## config.mk

```make
export PLATFORM = sky130hd
export DESIGN_NAME = seq_shifter
export DESIGN_NICKNAME = d
export VERILOG_FILES = /design/src/rtl/shift_pkg.sv /design/src/rtl/shift_step.sv /design/src/rtl/seq_shifter.sv
export SDC_FILE = /design/constraint.sdc
export NUM_CORES = 1
export LEC_CHECK = 0
export CAP_MARGIN = 10
export CELL_PAD_IN_SITES_DETAIL_PLACEMENT = 1
export CELL_PAD_IN_SITES_GLOBAL_PLACEMENT = 2
export CORE_ASPECT_RATIO = 0.6
export CORE_UTILIZATION = 28
export CTS_BUF_LIST = sky130_fd_sc_hd__clkbuf_8 sky130_fd_sc_hd__clkbuf_16
export DETAILED_ROUTE_END_ITERATION = 8
export PLACE_DENSITY = 0.86
export SYNTH_ARGS = -nofsm -noshare
export SYNTH_HDL_FRONTEND = slang
export SYNTH_HIERARCHICAL = 1
export SYNTH_SLANG_ARGS = --single-unit
```

## constraint.sdc

```tcl
create_clock -name clk -period 2.4 [get_ports clk]
set_input_delay 0.48 -clock clk [delete_from_list [all_inputs] [get_ports clk]]
set_output_delay 0.48 -clock clk [all_outputs]
set_load 0.01 [all_outputs]
```

## src/rtl/shift_pkg.sv

```systemverilog
// Shared encodings for the multi-cycle shifter.
// The op encoding matches the datapath shifter.
package shift_pkg;

    typedef enum logic [1:0] {
        SH_NONE = 2'b00,
        SH_LSL  = 2'b01,
        SH_LSR  = 2'b10,
        SH_ASR  = 2'b11
    } shift_op_t;

    typedef enum logic [1:0] {
        IDLE,
        RUN,
        DONE
    } seq_state_t;

endpackage

```

## src/rtl/shift_step.sv

```systemverilog
// One-bit shift step in the datapath's shift_op_t encoding.
// This block is purely combinational.
module shift_step
    import shift_pkg::*;
#(
    parameter int WIDTH = 16
) (
    input  logic [WIDTH-1:0] data,
    input  shift_op_t        op,
    output logic [WIDTH-1:0] result
);

    always_comb begin
        result = data;
        case (op)
            SH_LSL:  result = {data[WIDTH-2:0], 1'b0};
            SH_LSR:  result = {1'b0, data[WIDTH-1:1]};
            SH_ASR:  result = {data[WIDTH-1], data[WIDTH-1:1]};
            default: result = data;
        endcase
    end

endmodule

```

## src/rtl/seq_shifter.sv

```systemverilog
// Start/done coprocessor: applies shift_step shift_amt times to the captured operand.
//   state | meaning
//   IDLE  | waiting for start
//   RUN   | one shift step per clock, count holds steps remaining
//   DONE  | shift_out final, done pulses; start accepted as in IDLE
module seq_shifter
    import shift_pkg::*;
#(
    parameter int WIDTH = 16,
    parameter int AMT_W = 4
) (
    input  logic             clk,
    input  logic             rst,
    input  logic             start,
    input  logic [WIDTH-1:0] shift_in,
    input  logic [1:0]       shift_op,
    input  logic [AMT_W-1:0] shift_amt,
    output logic [WIDTH-1:0] shift_out,
    output logic             busy,
    output logic             done
);

    seq_state_t       state;
    seq_state_t       state_nxt;
    shift_op_t        op_in;
    shift_op_t        op_q;
    logic [WIDTH-1:0] result;
    logic [WIDTH-1:0] step_res;
    logic [AMT_W-1:0] count;
    logic             accept;

    assign op_in = shift_op_t'(shift_op);

    shift_step #(
        .WIDTH (WIDTH)
    ) u_step (
        .data   (result),
        .op     (op_q),
        .result (step_res)
    );

    always_ff @(posedge clk or posedge rst) begin
        if (rst) begin
            state <= IDLE;
        end else begin
            state <= state_nxt;
        end
    end

    always_comb begin
        state_nxt = state;
        accept    = 1'b0;
        case (state)
            IDLE, DONE: begin
                state_nxt = IDLE;
                if (start) begin
                    accept = 1'b1;
                    // A zero-length or no-op request completes without entering RUN.
                    if (shift_amt == '0 || op_in == SH_NONE) begin
                        state_nxt = DONE;
                    end else begin
                        state_nxt = RUN;
                    end
                end
            end
            RUN: begin
                if (count == AMT_W'(1)) begin
                    state_nxt = DONE;
                end
            end
            default: state_nxt = IDLE;
        endcase
    end

    always_ff @(posedge clk or posedge rst) begin
        if (rst) begin
            result <= '0;
            count  <= '0;
            op_q   <= SH_NONE;
        end else if (accept) begin
            result <= shift_in;
            count  <= shift_amt;
            op_q   <= op_in;
        end else if (state == RUN) begin
            result <= step_res;
            count  <= count - AMT_W'(1);
        end
    end

    assign shift_out = result;
    assign busy      = (state == RUN);
    assign done      = (state == DONE);

endmodule

```

### Logic cells by family, run 1

Drawn at 4 px/um.
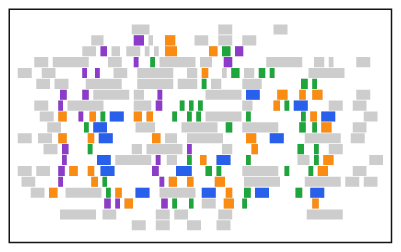
NOR gates: shown in purple, cells 24, most used nor2_1. multiplexers: shown in blue, cells 15, most used mux2i_1. inverting AOI/OAI gates: shown in orange, cells 34. NAND gates: shown in green, cells 39, most used nand2_1.
dominant logic cell type in the layout: clkdlybuf4s50_1
Layout Cells excl Fill: 268
logic share of the area: 0.376

### I/O pins on the die edge, run 1

Drawn at 4 px/um. Pins as bars across the die edge, other pins in grey.
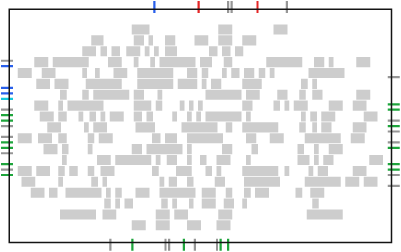
`busy`: shown in cyan, pins 1, direction output, edge west. `shift_in`: shown in green, pins 16, direction input, edge 6 east, 6 west, 4 south. `shift_op`: shown in red, pins 2, direction input, edge north. `shift_amt`: shown in blue, pins 4, direction input, edge 3 west, 1 north.
All pins by edge: 16 west, 12 east, 9 south, 6 north.

### Clock network drawn from the DEF, run 1

Drawn at 6 px/um.
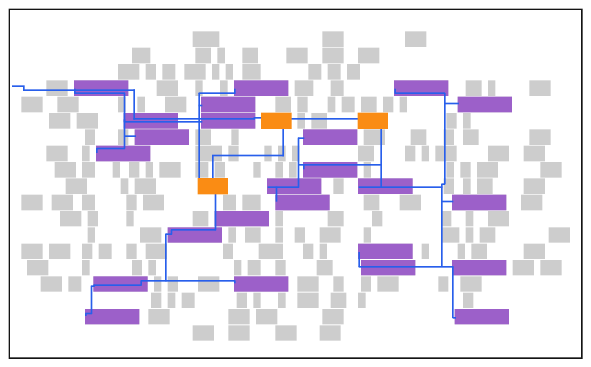
flip-flops: shown in purple, count 24. clock wires: shown in blue, length 331 um. cells driving clock nets: shown in orange, count 3.
There are 4 routed clock nets.

==> Changelog: implementation, run 1 <==
### Changed

- Status: finished, final reports clean
- Non-clock buffer share: 0.246
- Setup Crit Path Kind: reg -> out
- Max-area cell share: 0.412
- H-tree depth: 1
- Final Hold Violation Tally: 0
- Startpoint types: flop
- Avg Cell Area, Syn: between 8 and 9 sq um
- Basic Gates by Area: 0.196
- Final worst slack: around 440 ps
- Distinct cell type count after synthesis: 30
- Largest net degree at the start of global routing: 25
- Reg2Reg Setup Slack: approximately 700 ps
- Synth Area in Adders: 0.0172
- Top logic family: simple AND/OR/NAND/NOR gates
- TAP cells: 63
- Die Area: 0.00551 sq mm
- Tool warnings: 27
- Worst path max stage delay: ~560 ps
- Worst-path clk slew: about 80 ps
- ANT nets after route: 0
- XORs/XNORs by Area: 0
- TritonCTS clock tree: yes
- Routed WL: 4.39 mm
- Met1 Use GR: 0.273
- Proportion of layout cells with a drive suffix above 1: 0.0537
- Post-CTS repair timing setup buffer count: 0
- Placed cell areas: 0.00191 sq mm
- Post-layout min period: 1960 ps
- WP data arrival: 1480 ps
- Peak supply drop: just over 0.0004 V
- Worst-margin pin slew: 666 ps
- Largest register FFs: 16
- Synth top cells by count: 29 x nand2_1, 24 x dfrtp_1, 14 x mux2i_1, 12 x nor2_1
- PD cells: 1420 mW/mm^2
- Initial detailed-routing violation count: 55
- Layout net count: 234
- First-pass GRT wire length: about 7.5 mm
- I/O pin cnt: around 43
- Critical Path Sink: busy
- WL/cell: 16.4 um
- Via count: ~1400
- Fillers: 549
- Detailed Place HPWL: roughly 3.2 mm
- Multi-input gates: 123
- Combinational share of power: 0.582
- Clock share of power: 0.088
- Std-Cell Rows: 19
- Synth area leader: dfrtp_1
- Non-clk invs: 5
- Max Freq: 511 MHz
- Bufs on Longest Clock Path: 2
- GRT met2 Usage: 0.261
- Root buffer cell: clkbuf_8
- # DRC: 0
- Slowest CP cell: clkdlybuf4s50_1
- Gate count of the mapped netlist: 166
- Met3 GRT Util: 0.0459
- FF+latch area: 601 sq um
- Cts bufs inserted: 3
- Most instantiated library cell after synthesis: nand2_1
- Sw Ratio: 0.446
- Global-route layer with the greatest usage: met1
- Total Routing Usage GR: 0.179
- Fin area: 0.00195 sq mm
- Clk pwr: ~0.24 mW
- Starting Density: 0.305
- Flop share of the area: 0.307
- Clk cell area share: 0.0211
- Worst-skew pair later-pin latency: 270 ps
- Commonest flop: dfrtp_1
- Crit path capture type: output pin
- Fin crit share: 0.816
- Worst R2R Path Depth: 5
- CTS resizes: 0
- Synth warn: 6
- CP cell instances: nand2b_1, inv_1, clkdlybuf4s50_1
- Mux area share: 0.104
- Most numerous logic cells after layout: 42 x clkdlybuf4s50_1, 29 x nand2_1, 24 x dfrtp_1, 14 x mux2i_1, 12 x nor2_1
- Seq_cells: 24
- # diodes: 0
- Final GP Congestion: 0.770
- Post-synth EDFFs: 0
- Vias in the first global route: 1466
- Top Metal Used: met4
- Sequential share of power: 0.330
- Mapped Nets: 193
- R2r endpoint: shift_out[9]
- Seq share, synth: 0.412
- Grt ovf: 0
- # setup viols final: 0
- First drt pass iteration count: 4
- Yosys stat chip area: 0.00146 sq mm
- Skew final: 2.15 ps
- Core outline area: 0.00478 sq mm
- Die W: ~95 um
- Initial antenna violation count: 0
- Hold WC Path Type: in -> async
- Seq. pwr: 0.917 mW
- WL met3: roughly 240 um
- Dpl cells: 265
- Max Slew Vio Count: 0
- Utilization after layout: 0.409
- RSZ-0062 raised after global routing: no
- Fraction of registers with async set/reset: 1.00
- NetSw: 1.24 mW
- Setup TNS: 0 ps
- Count of plain and timing-repair buffers: approximately 50
- Pwr top: combinational cells
- Relative slew slack: 0.556
- M1 WL: ~2.3 mm
- Yosys aoi share: 0.187
- Logic cell area: approximately 730 sq um
- Post-synth area hogs: dfrtp_1 41%, mux2i_1 9.6%, nand2_1 7.5%
### Signal wires by layer, run 1

Drawn at 4 px/um. Two of the layers only.
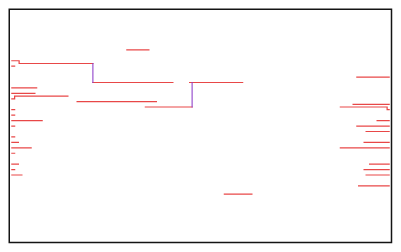

==> run 1 -> run 2 <==
--- a/config.mk
+++ b/config.mk
@@ -9,10 +9,10 @@
 export CELL_PAD_IN_SITES_DETAIL_PLACEMENT = 1
 export CELL_PAD_IN_SITES_GLOBAL_PLACEMENT = 2
 export CORE_ASPECT_RATIO = 0.6
-export CORE_UTILIZATION = 28
+export CORE_UTILIZATION = 24
 export CTS_BUF_LIST = sky130_fd_sc_hd__clkbuf_8 sky130_fd_sc_hd__clkbuf_16
 export DETAILED_ROUTE_END_ITERATION = 8
-export PLACE_DENSITY = 0.86
+export PLACE_DENSITY = 0.79
 export SYNTH_ARGS = -nofsm -noshare
 export SYNTH_HDL_FRONTEND = slang
 export SYNTH_HIERARCHICAL = 1
==> constraint.sdc (replaced) <==
create_clock -name clk -period 1.75 [get_ports clk]
set_input_delay 0.35 -clock clk [delete_from_list [all_inputs] [get_ports clk]]
set_output_delay 0.35 -clock clk [all_outputs]
set_load 0.01 [all_outputs]
### Signal wires by layer, run 2

Drawn at 4 px/um. Two of the layers only.
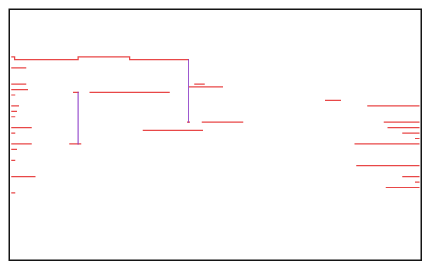
met3: shown in red, wire length 221 um. met4: shown in purple, wire length 28.6 um.
Total Routing Usage GR: 0.151
Routed WL: 4.61 mm
WL/cell: 16.0 um
via count: 1376

### I/O pins on the die edge, run 2

Drawn at 4 px/um. Pins as bars across the die edge, other pins in grey.
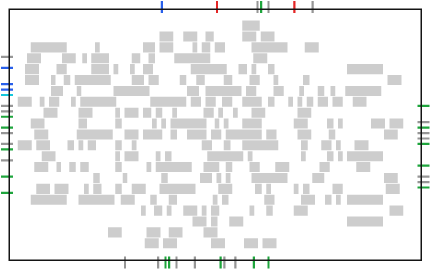
`shift_op`: shown in red, pins 2, direction input, edge north. `busy`: shown in cyan, pins 1, direction output, edge west. `shift_amt`: shown in blue, pins 4, direction input, edge 3 west, 1 north. `shift_in`: shown in green, pins 16, direction input, edge 5 east, 5 south, 5 west, 1 north.
All pins by edge: 15 west, 11 south, 10 east, 7 north.

### Clock network drawn from the DEF, run 2

Drawn at 6 px/um.
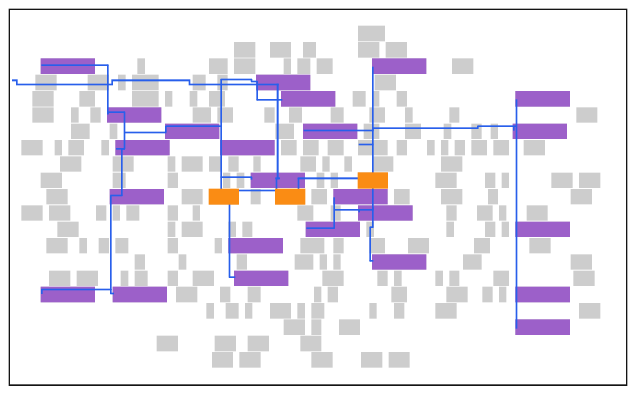
worst-skew pair later-pin latency: 270 ps
skew final: 6.26 ps
clock share of power: 0.101
clk pwr: 0.391 mW

==> run 2 against run 1 <==
Against the previous run:
- clock power grew about 60%
- via count decreased by 1.1%
- critical path type unchanged
- final area is 3.0% higher
- synthesized cell count stayed put
- clock skew is 4.1 ps higher
- non-clock buffer count grew 3
- critical endpoint is now shift_out[9]
- register-to-register slack worse by 440 ps
- clock-buffer cell count up 1
- critical path depth shrank 2
- flip-flop count did not move
- worst setup slack worse by 390 ps
- hold slack got worse by 150 ps
==> Changelog: implementation, run 2 <==
### Changed

- Combinational share of power: 0.595 (+0.013)
- Global-route layer with the greatest usage: met1
- Leakage: between 0.8 and 0.9 nW
- Startpoint types: flop
- M1 WL: 2.36 mm (+1.2%)
- Combinational power: around 2.3 mW
- Max-area cell share: 0.412 (unchanged)
- FF+latch area: 601 sq um (unchanged)
- Worst-path clk slew: 90 ps (about the same)
- Pwr top: combinational cells
- Count of plain and timing-repair buffers: 53 (+6.0%)
- Synth top cells by count: 29 x nand2_1, 24 x dfrtp_1, 14 x mux2i_1, 12 x nor2_1
- Final Hold Violation Tally: 0 (unchanged)
- TritonCTS clock tree: yes
- Placed cell areas: 0.00196 sq mm (+2.3%)
- Clk cell area share: 0.0273 (+0.00622)
- First-pass GRT wire length: 7.35 mm (-2.0%)
- Grt ovf: 0 (unchanged)
- Synth Area in Adders: 0.0172 (unchanged)
- Multi-input gates: 123 (unchanged)
- Most instantiated library cell after synthesis: nand2_1
- Non-clock buffer share: 0.250 (+0.00463)
- Most numerous logic cells after layout: 40 x clkdlybuf4s50_1, 29 x nand2_1, 24 x dfrtp_1, 14 x mux2i_1, 12 x nor2_1
- Dominant logic cell type in the layout: clkdlybuf4s50_1
- H-tree depth: 1 (unchanged)
- Sequential share of power: 0.304 (-0.026)
- GRT met2 Usage: 0.219 (-0.0421)
- Synth warn: 6 (unchanged)
- Largest register FFs: 16 (unchanged)
- Pre-CTS setup slack: 34.2 ps
- RSZ-0062 raised after global routing: no
- Ys flops: 24
- Seq share, synth: 0.412 (unchanged)
- Synth area leader: dfrtp_1
- First drt pass iteration count: 4 (unchanged)
- Detailed Place HPWL: 3.34 mm (+5.3%)
- Largest net degree at the start of global routing: 25 (unchanged)
- Peak supply drop: 0.000565 V (+38%)
- Starting Density: 0.256 (-0.0494)
- Met1 Use GR: 0.227 (-0.0460)
- Fillers: 673 (+23%)
- Initial antenna violation count: 0 (unchanged)
- Logic share of the area: 0.365 (-0.0110)
- Cts bufs inserted: 3 (unchanged)
- TAP cells: 80 (+27%)
- Mux area share: 0.104 (unchanged)
- Sw Ratio: 0.441 (-0.00499)
- Die Area: 0.00640 sq mm (+16%)
- Yosys aoi share: 0.187 (unchanged)
- CP cell instances: clkdlybuf4s50_1
- Post-synth area hogs: dfrtp_1 41%, mux2i_1 9.6%, nand2_1 7.5%
- Distinct cell type count after synthesis: 30 (unchanged)
- Initial detailed-routing violation count: 49 (-11%)
- Seq_cells: 24 (unchanged)
- Critical Path Sink: shift_out[9]
- Std-Cell Rows: 21 (+2)
- Gate count of the mapped netlist: 166 (unchanged)
- Met3 GRT Util: 0.0369 (-0.00902)
- Hold WC Path Type: in -> async
- WP data arrival: 1350 ps (-130 ps)
- Root buffer cell: clkbuf_8
- Max Freq: between 500 and 600 MHz
- Worst R2R Path Depth: 5 (unchanged)
- Logic cell area: 734 sq um (unchanged)
- # DRC: 0 (unchanged)
- Utilization after layout: 0.353 (-0.0559)
- Core outline area: 0.00570 sq mm (+19%)
- Max Slew Vio Count: 0 (unchanged)
- Vias in the first global route: 1437 (-2.0%)
- Flop share of the area: 0.298 (-0.00898)
- NetSw: 1.72 mW (+39%)
- Layout net count: 237 (+1.3%)
- Final worst slack: 46.9 ps (-394 ps)
- R2r endpoint: count[0]
- Fraction of registers with async set/reset: 1.00 (unchanged)
- # diodes: 0 (unchanged)
- WL met3: 220 um (-7.2%)
- Status: finished, final reports clean
- ANT nets after route: 0 (unchanged)
- Non-clk invs: 5 (unchanged)
- Seq. pwr: 1.18 mW (+29%)
- Bufs on Longest Clock Path: 2 (unchanged)
- Top logic family: simple AND/OR/NAND/NOR gates
- Die W: 103 um (+7.8%)
- XORs/XNORs by Area: 0 (unchanged)
- Proportion of layout cells with a drive suffix above 1: 0.0718 (+0.0181)
- Slowest CP cell: clkdlybuf4s50_1
- Reg2Reg Setup Slack: 260 ps (-440 ps)
- Basic Gates by Area: 0.196 (unchanged)
- Post-synth EDFFs: 0 (unchanged)
- Relative slew slack: 0.776 (+0.220)
- Tool warnings: 27 (unchanged)
- Post-layout min period: 1700 ps
- Netlist Area Pre-Place: 0.00146 sq mm
- Setup TNS: 0 ps (unchanged)
- Top Metal Used: met4
- Post-CTS repair timing setup buffer count: 0 (unchanged)
- Fin crit share: 0.973
- Worst-margin pin slew: 336 ps (-330 ps)
- Mapped Nets: 193 (unchanged)
- CTS resizes: 1 (+1)
- Worst path max stage delay: 600 ps (+40 ps)
- Yosys stat chip area: 0.00146 sq mm (unchanged)
- PD cells: 1930 mW/mm^2 (+36%)
- Avg Cell Area, Syn: 8.79 sq um (unchanged)
- I/O pin cnt: 43 (unchanged)
- Dpl cells: 285 (+7.5%)
- Crit path capture type: output pin
- Setup Crit Path Kind: reg -> out
### The clock network, run 2

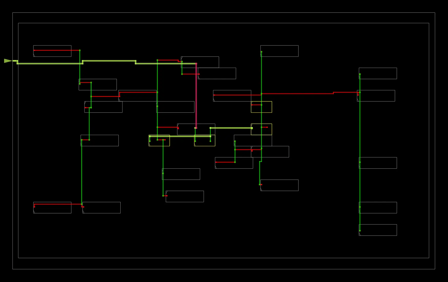

==> run 2 -> run 3 <==
--- a/config.mk
+++ b/config.mk
@@ -12,8 +12,9 @@
 export CORE_UTILIZATION = 24
 export CTS_BUF_LIST = sky130_fd_sc_hd__clkbuf_8 sky130_fd_sc_hd__clkbuf_16
 export DETAILED_ROUTE_END_ITERATION = 8
-export PLACE_DENSITY = 0.79
+export PLACE_DENSITY = 0.81
 export SYNTH_ARGS = -nofsm -noshare
 export SYNTH_HDL_FRONTEND = slang
 export SYNTH_HIERARCHICAL = 1
 export SYNTH_SLANG_ARGS = --single-unit
+export TNS_END_PERCENT = 30
### The clock network, run 3

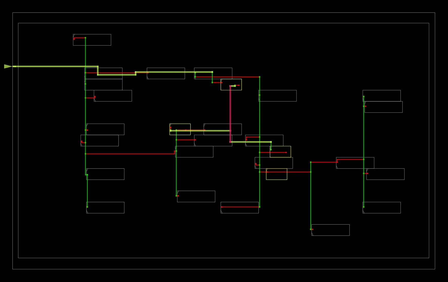
CLK BUF: 4
cts bufs inserted: 3
seq_cells: 24
# clock sinks: 24

### Signal wires by layer, run 3

Drawn at 4 px/um. Two of the layers only.
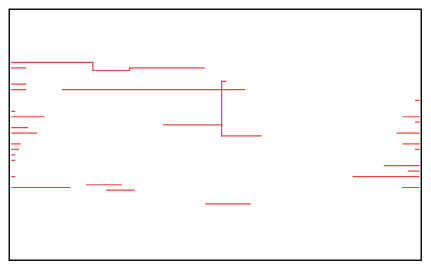
met4: shown in purple, wire length 13.6 um. met3: shown in red, wire length 246 um.

### I/O pins on the die edge, run 3

Drawn at 4 px/um. Pins as bars across the die edge, other pins in grey.
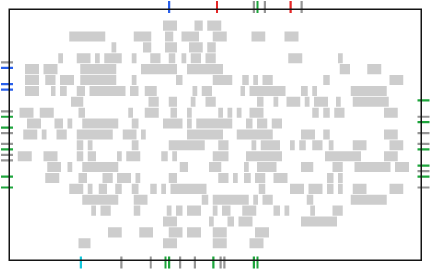
`shift_amt`: shown in blue, pins 4, direction input, edge 3 west, 1 north. `busy`: shown in cyan, pins 1, direction output, edge south. `shift_op`: shown in red, pins 2, direction input, edge north. `shift_in`: shown in green, pins 16, direction input, edge 5 east, 5 south, 5 west, 1 north.
All pins by edge: 14 west, 12 south, 10 east, 7 north.

==> run 3 against run 2 <==
Against the previous run:
- non-clock buffer count is the same
- critical path depth is the same
- highest routed layer unchanged
- worst setup slack gained 52 ps
==> Changelog: implementation, run 3 <==
### Changed

- Logic share of the area: 0.365 (unchanged)
- Proportion of layout cells with a drive suffix above 1: 0.0718 (unchanged)
- Worst-margin pin slew: 341 ps (+5.15 ps)
- Sequential share of power: 0.306 (+0.002)
- Vias in the first global route: 1391 (-3.2%)
- FF+latch area: 601 sq um (unchanged)
- Detailed Place HPWL: 3.27 mm (-1.9%)
- Global-route layer with the greatest usage: met1
- Commonest flop: dfrtp_1
- Tool warnings: 27 (unchanged)
- Routed WL: 4.51 mm (-2.2%)
- Non-clock buffer share: 0.250 (unchanged)
- Logic cell area: 734 sq um (unchanged)
- Synth Area in Adders: 0.0172 (unchanged)
- Setup TNS: 0 ps (unchanged)
- Synth area leader: dfrtp_1
- First drt pass iteration count: 4 (unchanged)
- Dominant logic cell type in the layout: clkdlybuf4s50_1
- Avg Cell Area, Syn: 8.79 sq um (unchanged)
- PD cells: 1930 mW/mm^2 (-0.16%)
- Critical Path Sink: shift_out[9]
- Starting Density: 0.256 (unchanged)
- Critical Path Start: shift_out[9]
- Total Routing Usage GR: 0.151 (+0.000382)
- WL met3: 245 um (+11%)
- Worst R2R Path Depth: 5 (unchanged)
- Top Metal Used: met4
- Netlist Area Pre-Place: 0.00146 sq mm (unchanged)
- XORs/XNORs by Area: 0 (unchanged)
- P_int: 2.18 mW
- # DRC: 0 (unchanged)
- Multi-input gates: 123 (unchanged)
- Worst-skew pair later-pin latency: 270 ps (about the same)
- P&R area growth vs syn: 38.0%
- Fin crit share: 0.944 (-0.0296)
- Fraction of registers with async set/reset: 1.00 (unchanged)
- Most numerous logic cells after layout: 40 x clkdlybuf4s50_1, 29 x nand2_1, 24 x dfrtp_1, 14 x mux2i_1, 12 x nor2_1
- Die W: 103 um (unchanged)
- Met1 Use GR: 0.227 (about the same)
- First-pass GRT wire length: 7.36 mm (about the same)
- Distinct cell type count after synthesis: 30 (unchanged)
- Largest net degree at the start of global routing: 25 (unchanged)
- Non-clk invs: 5 (unchanged)
- Via count: 1384 (+0.58%)
- Pre-CTS setup slack: 106 ps (+72.0 ps)
- Initial antenna violation count: 0 (unchanged)
- Slowest CP cell: clkdlybuf4s50_1
- Clk cell area share: 0.0273 (unchanged)
- I/O pin cnt: 43 (unchanged)
- Dpl cells: 285 (unchanged)
- Mapped Nets: 193 (unchanged)
- Count of plain and timing-repair buffers: 53 (unchanged)
- TritonCTS clock tree: yes
- Post-synth area hogs: dfrtp_1 41%, mux2i_1 9.6%, nand2_1 7.5%
- Largest class: multi-input combinational cells
- Reg2Reg Setup Slack: 290 ps (+30 ps)
- Synth top cells by count: 29 x nand2_1, 24 x dfrtp_1, 14 x mux2i_1, 12 x nor2_1
- Crit path depth: 1
- Final GP Congestion: roughly 0.73
- R2r endpoint: count[1]
- Utilization after layout: 0.353 (unchanged)
- Die Area: 0.00640 sq mm (unchanged)
- Seq share, synth: 0.412 (unchanged)
- Largest register FFs: 16 (unchanged)
- Final Hold Violation Tally: 0 (unchanged)
- GRT met2 Usage: 0.214 (-0.00500)
- Hold WC Path Type: in -> async
- Peak supply drop: 0.000621 V (+10%)
- Std-Cell Rows: 21 (unchanged)
- Root buffer cell: clkbuf_8
- WL/cell: 15.6 um (-2.2%)
- Post-CTS repair timing setup buffer count: 0 (unchanged)
- Max Slew Vio Count: 0 (unchanged)
- M1 WL: 2.41 mm (+2.3%)
- WP data required: roughly 1400 ps
- Gate count of the mapped netlist: 166 (unchanged)
- Yosys aoi share: 0.187 (unchanged)
- Ys flops: 24 (unchanged)
- Die height: 62.4 um
- Status: finished, final reports clean
- Worst-path clk slew: 90 ps (about the same)
- Crit path capture type: output pin
- Vias per cell: 4.79
- Layout net count: 237 (unchanged)
- Worst path max stage delay: 580 ps (-20 ps)
- RSZ-0062 raised after global routing: no
- Initial detailed-routing violation count: 56 (+14%)
- Basic Gates by Area: 0.196 (unchanged)
- Max-area cell share: 0.412 (unchanged)
- Most instantiated library cell after synthesis: nand2_1
- Sw Ratio: 0.439 (-0.00187)
- Top logic family: simple AND/OR/NAND/NOR gates
- CP cell instances: clkdlybuf4s50_1
- Clock share of power: 0.100 (about the same)
- Post-layout min period: 1650 ps (-51.8 ps)
- Met3 GRT Util: 0.0492 (+0.0123)
- Setup Crit Path Kind: reg -> out
- Reg-to-reg startpoint: state[1]
- ANT nets after route: 0 (unchanged)
- Final Hold Slack: roughly 430 ps
- Family with the most delay on the worst path: buffers and inverters
- Mux area share: 0.104 (unchanged)
- CTS resizes: 1 (unchanged)
- Synth warn: 6 (unchanged)
- WP data arrival: 1300 ps (-50 ps)
- Fin area: a little over 0.002 sq mm
- WL met2: ~1.8 mm
- Pwr top: combinational cells
- # setup viols final: 0
- Max-cap violations: 0
- Fillers: 696 (+3.4%)
- Seq. pwr: 1.19 mW (about the same)
- Crit Path Max Fanout: 5
- Placed cell areas: 0.00196 sq mm (unchanged)
- # diodes: 0 (unchanged)
- Skew final: 7.75 ps (+1.49 ps)
- Yosys stat chip area: 0.00146 sq mm (unchanged)
- Combinational power: 2.31 mW (about the same)
- Grt ovf: 0 (unchanged)
- Post-synth EDFFs: 0 (unchanged)
- Clk pwr: 0.389 mW (about the same)
- NetSw: 1.71 mW (-0.58%)
- Startpoint types: flop
- Core outline area: 0.00570 sq mm (unchanged)
- Flop share of the area: 0.298 (unchanged)
- TAP cells: 80 (unchanged)
- Max Freq: 606 MHz (+3.1%)
- Leakage: 0.872 nW (about the same)
- H-tree depth: 1 (unchanged)
- Final worst slack: 98.8 ps (+51.8 ps)
- Bufs on Longest Clock Path: 2 (unchanged)
- Relative slew slack: 0.772 (-0.00393)
- Combinational share of power: 0.594 (about the same)
Power figures rest on the tool's default switching activity, not on a simulated workload.
